### src/rtl/ring_client_arbiter.sv
// Shares one ring node client port among NCLIENT local requesters: round-robin
// transmit arbitration with a held word, and an id-steered single-entry receive buffer.
module ring_client_arbiter #(
  parameter int WIDTH   = 16,
  parameter int NCLIENT = 4,
  parameter int CBITS   = 2
) (
  input  logic                       clk,
  input  logic                       rst,
  input  logic [NCLIENT-1:0]         cl_txreq,
  input  logic [NCLIENT*WIDTH-1:0]   cl_txdata,
  output logic [NCLIENT-1:0]         cl_txack,
  output logic [NCLIENT-1:0]         cl_rxvalid,
  output logic [WIDTH-1:0]           cl_rxdata,
  input  logic [NCLIENT-1:0]         cl_rxack,
  output logic                       node_txvalid,
  output logic [WIDTH-1:0]           node_txdata,
  input  logic                       node_txack,
  input  logic                       node_rxvalid,
  input  logic [WIDTH-1:0]           node_rxdata,
  output logic                       node_rxack,
  output logic [7:0]                 drop_count
);

  localparam int GBITS = (NCLIENT > 1) ? $clog2(NCLIENT) : 1;
  localparam logic [NCLIENT-1:0] CLIENT0 = NCLIENT'(1);

  typedef enum logic {
    TX_IDLE,
    TX_SEND
  } tx_state_e;

  // ---------------------------------------------------------------------------
  // Transmit side
  // ---------------------------------------------------------------------------
  tx_state_e             tx_state_q, tx_state_d;
  logic [GBITS-1:0]      grant_q, grant_d;
  logic [GBITS-1:0]      last_grant_q, last_grant_d;
  logic                  node_txvalid_q, node_txvalid_d;
  logic [WIDTH-1:0]      node_txdata_q, node_txdata_d;
  logic [NCLIENT-1:0]    cl_txack_q, cl_txack_d;

  logic [WIDTH-1:0]      tx_words [NCLIENT];
  logic                  pick_found;
  logic [GBITS-1:0]      pick_idx;
  logic [GBITS-1:0]      scan_idx;

  always_comb begin
    for (int i = 0; i < NCLIENT; i++) begin
      tx_words[i] = cl_txdata[i*WIDTH +: WIDTH];
    end
  end

  // Scan starts just past the last completed grant so every requester waits
  // at most NCLIENT-1 words.
  always_comb begin
    pick_found = 1'b0;
    pick_idx   = '0;
    scan_idx   = '0;
    for (int k = 1; k <= NCLIENT; k++) begin
      scan_idx = GBITS'((int'(last_grant_q) + k) % NCLIENT);
      if (!pick_found && cl_txreq[scan_idx]) begin
        pick_found = 1'b1;
        pick_idx   = scan_idx;
      end
    end
  end

  // NOTE: every signal written here gets a default first, so no path leaves a
  // value unassigned and no latch is inferred.
  always_comb begin
    tx_state_d     = tx_state_q;
    grant_d        = grant_q;
    last_grant_d   = last_grant_q;
    node_txvalid_d = node_txvalid_q;
    node_txdata_d  = node_txdata_q;
    cl_txack_d     = '0;
    case (tx_state_q)
      TX_IDLE: begin
        if (pick_found) begin
          grant_d        = pick_idx;
          node_txdata_d  = tx_words[pick_idx];
          node_txvalid_d = 1'b1;
          tx_state_d     = TX_SEND;
        end
      end
      TX_SEND: begin
        if (node_txack) begin
          node_txvalid_d = 1'b0;
          cl_txack_d     = CLIENT0 << grant_q;
          last_grant_d   = grant_q;
          tx_state_d     = TX_IDLE;
        end
      end
      default: tx_state_d = TX_IDLE;
    endcase
  end

  // NOTE: state registers use non-blocking assignments so every flop samples
  // the pre-edge values regardless of statement order.
  always_ff @(posedge clk) begin
    if (!rst) begin
      tx_state_q     <= TX_IDLE;
      grant_q        <= '0;
      last_grant_q   <= GBITS'(NCLIENT - 1);
      node_txvalid_q <= 1'b0;
      node_txdata_q  <= '0;
      cl_txack_q     <= '0;
    end else begin
      tx_state_q     <= tx_state_d;
      grant_q        <= grant_d;
      last_grant_q   <= last_grant_d;
      node_txvalid_q <= node_txvalid_d;
      node_txdata_q  <= node_txdata_d;
      cl_txack_q     <= cl_txack_d;
    end
  end

  // ---------------------------------------------------------------------------
  // Receive side
  // ---------------------------------------------------------------------------
  logic [NCLIENT-1:0]    cl_rxvalid_q, cl_rxvalid_d;
  logic [WIDTH-1:0]      cl_rxdata_q, cl_rxdata_d;
  logic                  node_rxack_q, node_rxack_d;
  logic [7:0]            drop_count_q, drop_count_d;

  logic [CBITS-1:0]      rx_id;
  logic [NCLIENT-1:0]    rx_onehot;
  logic                  rx_capture;
  logic                  rx_consume;

  assign rx_id = node_rxdata[WIDTH-1 -: CBITS];

  always_comb begin
    rx_onehot = '0;
    for (int i = 0; i < NCLIENT; i++) begin
      rx_onehot[i] = (rx_id == CBITS'(i));
    end
  end

  // The node still presents the word during the ack cycle, so a capture is
  // blocked there; otherwise a dropped word would be counted twice.
  assign rx_capture = ~|cl_rxvalid_q && node_rxvalid && !node_rxack_q;
  assign rx_consume = |(cl_rxvalid_q & cl_rxack);

  always_comb begin
    cl_rxvalid_d = cl_rxvalid_q;
    cl_rxdata_d  = cl_rxdata_q;
    node_rxack_d = 1'b0;
    drop_count_d = drop_count_q;
    if (rx_consume) begin
      cl_rxvalid_d = '0;
    end else if (rx_capture) begin
      node_rxack_d = 1'b1;
      if (|rx_onehot) begin
        cl_rxvalid_d = rx_onehot;
        cl_rxdata_d  = node_rxdata;
      end else if (drop_count_q != 8'hFF) begin
        drop_count_d = drop_count_q + 8'd1;
      end
    end
  end

  always_ff @(posedge clk) begin
    if (!rst) begin
      cl_rxvalid_q <= '0;
      cl_rxdata_q  <= '0;
      node_rxack_q <= 1'b0;
      drop_count_q <= '0;
    end else begin
      cl_rxvalid_q <= cl_rxvalid_d;
      cl_rxdata_q  <= cl_rxdata_d;
      node_rxack_q <= node_rxack_d;
      drop_count_q <= drop_count_d;
    end
  end

  assign cl_txack     = cl_txack_q;
  assign node_txvalid = node_txvalid_q;
  assign node_txdata  = node_txdata_q;
  assign cl_rxvalid   = cl_rxvalid_q;
  assign cl_rxdata    = cl_rxdata_q;
  assign node_rxack   = node_rxack_q;
  assign drop_count   = drop_count_q;

  a_rxvalid_onehot: assert property (@(posedge clk) disable iff (!rst) $onehot0(cl_rxvalid_q));
  a_txack_onehot:   assert property (@(posedge clk) disable iff (!rst) $onehot0(cl_txack_q));
  a_tx_hold:        assert property (@(posedge clk) disable iff (!rst)
                                     (node_txvalid_q && !node_txack) |=> $stable(node_txdata_q));

endmodule

### config.mk
export PLATFORM = sky130hd
export DESIGN_NAME = ring_client_arbiter
export DESIGN_NICKNAME = d
export VERILOG_FILES = /design/src/rtl/ring_client_arbiter.sv
export SDC_FILE = /design/constraint.sdc
export NUM_CORES = 1
export LEC_CHECK = 0
export CELL_PAD_IN_SITES_DETAIL_PLACEMENT = 0
export CELL_PAD_IN_SITES_GLOBAL_PLACEMENT = 2
export CORE_MARGIN = 1.5
export CORE_UTILIZATION = 21
export DETAILED_ROUTE_END_ITERATION = 8
export PLACE_DENSITY = 0.91
export SETUP_SLACK_MARGIN = 0.02
export SLEW_MARGIN = 40
export SYNTH_ARGS = -nofsm -noshare
export SYNTH_HDL_FRONTEND = slang
export SYNTH_SLANG_ARGS = --single-unit
### constraint.sdc
create_clock -name clk -period 2.2 [get_ports clk]
set_input_delay 0.44 -clock clk [delete_from_list [all_inputs] [get_ports clk]]
set_output_delay 0.44 -clock clk [all_outputs]
set_load 0.02 [all_outputs]
==> results.tsv <==
stage	metric	value	unit
power_and_ir_drop	peakVddDrop	0.300	mV
layout	nets	486	
route	drt-met1-wl	3110	um
job	maxCapViolCount	0	
outcome	outcome	completed	
worst_setup_path	cpPeakStageDelay	0.45	ns
yosys	yosys-stat-area	2390	um^2
cts	clock_latency	0.29	ns
final_timing	fmax	513	MHz
die	fp-utilization	21.8	%
placement	dp_slack	-0.0658	ns
cts	clock_path_buffers	2	
die	die-area	12000	um^2
cts	tritoncts	done	
final_timing	period_needed	1.95	ns
final_timing	slew_headroom	72.6	%
yosys	yosys_register_bits	55	
cts	cts.clk_slew.worst_paths	0.08	ns
final_timing	clock_skew	0.00643	ns
worst_setup_path	cpMaxStageDelayCell	clkdlybuf4s50_1	
global_route	first_global_vias	2371	
final_timing	hold_viol_final	0	
final_timing	fin_crit_sh	88.6	%
power_and_ir_drop	p_leak	1.76	nW
yosys	ys_seq_share	46.0	%
cts	htree_levels	2	
worst_setup_path	critPathKind	input port to flip-flop	
route	routed-wl-met3	769	um
yosys	area_leaders	dfxtp_1 (46%), mux2i_1 (18%), a211oi_1 (5.0%)	
route	drt_pass1_iterations	4	
route	routed-wl-met2	3240	um
global_route	track_usage	11.4	%
final_timing	finalSetupViolCount	0	
cts	cts_root_buf	clkbuf_16	
worst_setup_path	cp-start-kind	input port	
final_timing	rsz0062_at_grt	false	
route	dr.first_iter.drc_count	70	
yosys	syn_avg_cell_area	9.80	um^2
worst_setup_path	crit_chain	clkdlybuf4s50_1, nor2_2, o22ai_1, or3_1, buf_12, mux2i_1, o221ai_1	
worst_setup_path	path_max_fanout	23	
layout	num_antenna_cells	0	
cts	cts_resized	0	
power_and_ir_drop	power	2.71	mW
cts	numCtsBuffers	5	
route	post-route-drc-count	0	
global_route	grtUsageMet2	18.9	%
layout	drive_gt1_share	7.85	%
global_route	grt_max_degree	24	
yosys	ys_cells	244	
final_timing	setup_slack	0.251	ns
worst_setup_path	r2r_slack	0.44	ns
placement	routabilityCongestion	0.765	
yosys	ys_warn_count	0	
worst_setup_path	critPathArrivalTime	2.12	ns
global_route	antenna_found_initial	0	
route	highest_layer	met4	
placement	placed_cells	527	
final_timing	fin_setup_tns	0	ns
global_route	overflow	0	
worst_hold_path	hold_path.class	flip-flop to flip-flop	
layout	fin_cells	535	
yosys	synth_cells	244	
cts	post_cts_buffers	0	
yosys	syn_nets	336	
global_route	grt_use_met3	4.68	%
global_route	grt_use_met1	13.6	%
worst_setup_path	required	2.37	ns
==> cells in the mapped netlist (2+ instances only) <==
cell	n
a32o_1	2
nand2b_1	2
nor2_1	24
nand2_1	13
o21ai_0	6
nand3_1	16
o221ai_1	11
a211oi_1	16
dfxtp_1	55
clkbuf_1	6
nor2_2	2
a2bb2oi_1	2
nor4_1	2
a21oi_1	3
buf_6	4
inv_1	9
and3_1	2
and2_1	8
buf_2	4
mux2i_1	43
==> worst paths after layout <==
path,from,end,cells after the start
min reg2reg,drop_count[3]$_SDFFE_PN0P_,drop_count[3]$_SDFFE_PN0P_,1
min,drop_count[3]$_SDFFE_PN0P_,drop_count[3]$_SDFFE_PN0P_,1
max reg2reg,last_grant_q[1]$_SDFFE_PN1P_,node_txdata[1]$_SDFFE_PN0P_,6
max,cl_txreq[1],node_txdata[4]$_SDFFE_PN0P_,7
==> worst max-delay path: cells and delay by family <==
kind | cells | cell delay, ns
AND-OR/OR-AND | 2 | 0.24
buffers and inverters | 2 | 0.65
multiplexers | 1 | 0.18
AND/OR/NAND/NOR | 2 | 0.59
==> registers in the layout (all words and copies together) (netlist names) <==
signal,flops
last_grant_q,2
node_txdata,16
node_rxack,1
drop_count,8
cl_rxvalid,4
node_txvalid,1
tx_state_q,1
cl_txack,4
cl_rxdata,16
grant_q,2
==> cells in the final DEF (no fill, tap or decap), types with 2 or more instances in the layout <==
| cell type | instances |
|---|---|
| a211oi_1 | 16 |
| a21oi_1 | 3 |
| a2bb2oi_1 | 2 |
| a32o_1 | 2 |
| and2_1 | 8 |
| and3_1 | 2 |
| buf_4 | 16 |
| clkbuf_16 | 5 |
| clkdlybuf4s50_1 | 141 |
| clkinv_4 | 2 |
| dfxtp_1 | 55 |
| inv_1 | 9 |
| mux2i_1 | 43 |
| nand2_1 | 13 |
| nand2b_1 | 2 |
| nand3_1 | 16 |
| nor2_1 | 24 |
| nor2_2 | 2 |
| nor4_1 | 2 |
| o21ai_0 | 6 |
| o221ai_1 | 11 |
==> report_power, final <==
| part | leakage [nW] | switching [mW] | total, mW | internal, mW |
|---|---|---|---|---|
| clock network | 0.0700 | 0.382 | 0.808 | 0.427 |
| logic | 1.24 | 0.342 | 0.776 | 0.434 |
| registers | 0.451 | 0.0523 | 1.13 | 1.08 |
| total | 1.76 | 0.776 | 2.71 | 1.94 |
==> stage by stage <==
| step | area, um^2 | hold slack [ns] |
|---|---|---|
| 2_1_floorplan | 2390 | 0.445 |
| 3_3_place_gp | 4030 | 0.442 |
| 3_5_place_dp | 4030 | 0.446 |
| 4_1_cts | 4180 | 0.465 |
| 5_1_grt | 4180 | 0.484 |
| 6_report | 4180 | 0.461 |
==> logic make-up after synthesis <==
kind of cell / after synthesis / share of synthesized area (%)
simple gates: 73 / 14.6
buf+inv: 24 / 5.23
flops: 55 / 46.0
mux: 43 / 18.0
compound gates: 49 / 16.2
==> final cells by class <==
type	count	area, um^2
fillers	1140	6810
clock buffers	5	125
multi-input cells	165	1170
inverters	9	33.8
flip-flops and latches	55	1100
clock inverters	3	25.0
well taps	140	175
repair buffers	158	1550
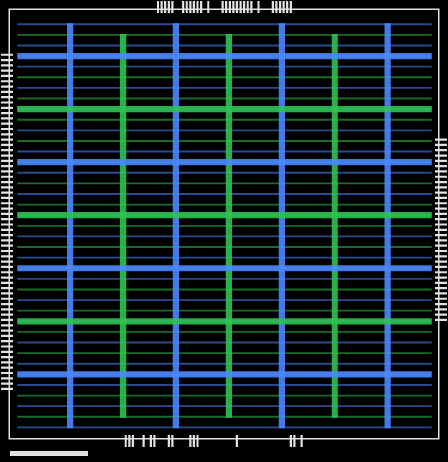
Figure 1: floorplan with the power grid.
The bar under the picture is 20 um long. Pins as bars on the die edge.
Key: blue = VSS; green = VDD
39 met1 rails follow the rows. 7 straps on met5. 7 straps on met4. 142 signal pins sit on the boundary. The core has 38 rows.
core area: 11,000 um^2
Die Wd: 110 um

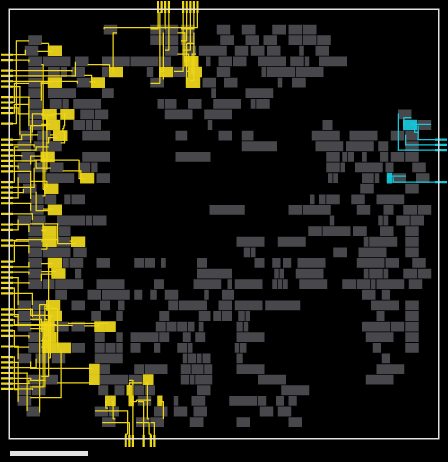
Figure 2: port wiring.
The bar under the picture is 20 um long.
Key: cyan = cl_rxack [bits 4, direction input, edge right, end cells 2, buffers 4, wire 66.4 um]; yellow = cl_txdata [bits 64, direction input, edge 49 left, 9 top, 6 bottom, end cells 37, buffers 64, wire 1,130 um]

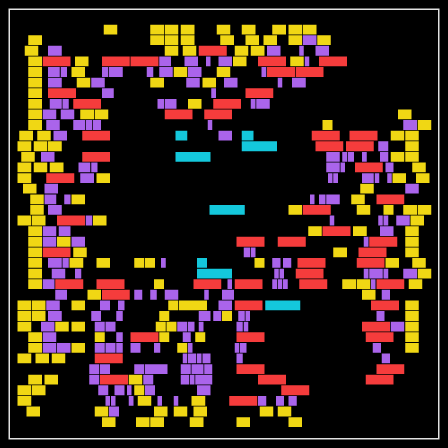
Figure 3: placed cells, one colour a class.
Key: purple = all other logic [cells 174, share of their area 30%]; red = flops [cells 55, share of their area 28%]; cyan = clock drivers and dummy loads [cells 8, share of their area 3.8%]; yellow = other buffers and delay cells [cells 158, share of their area 39%]
flop share of the area: 26.4%
Site Rows: 38
Finished Core Util: 38.0%
post-route cell area: 4180 um^2

Power figures rest on the tool's default switching activity, not on a simulated workload.
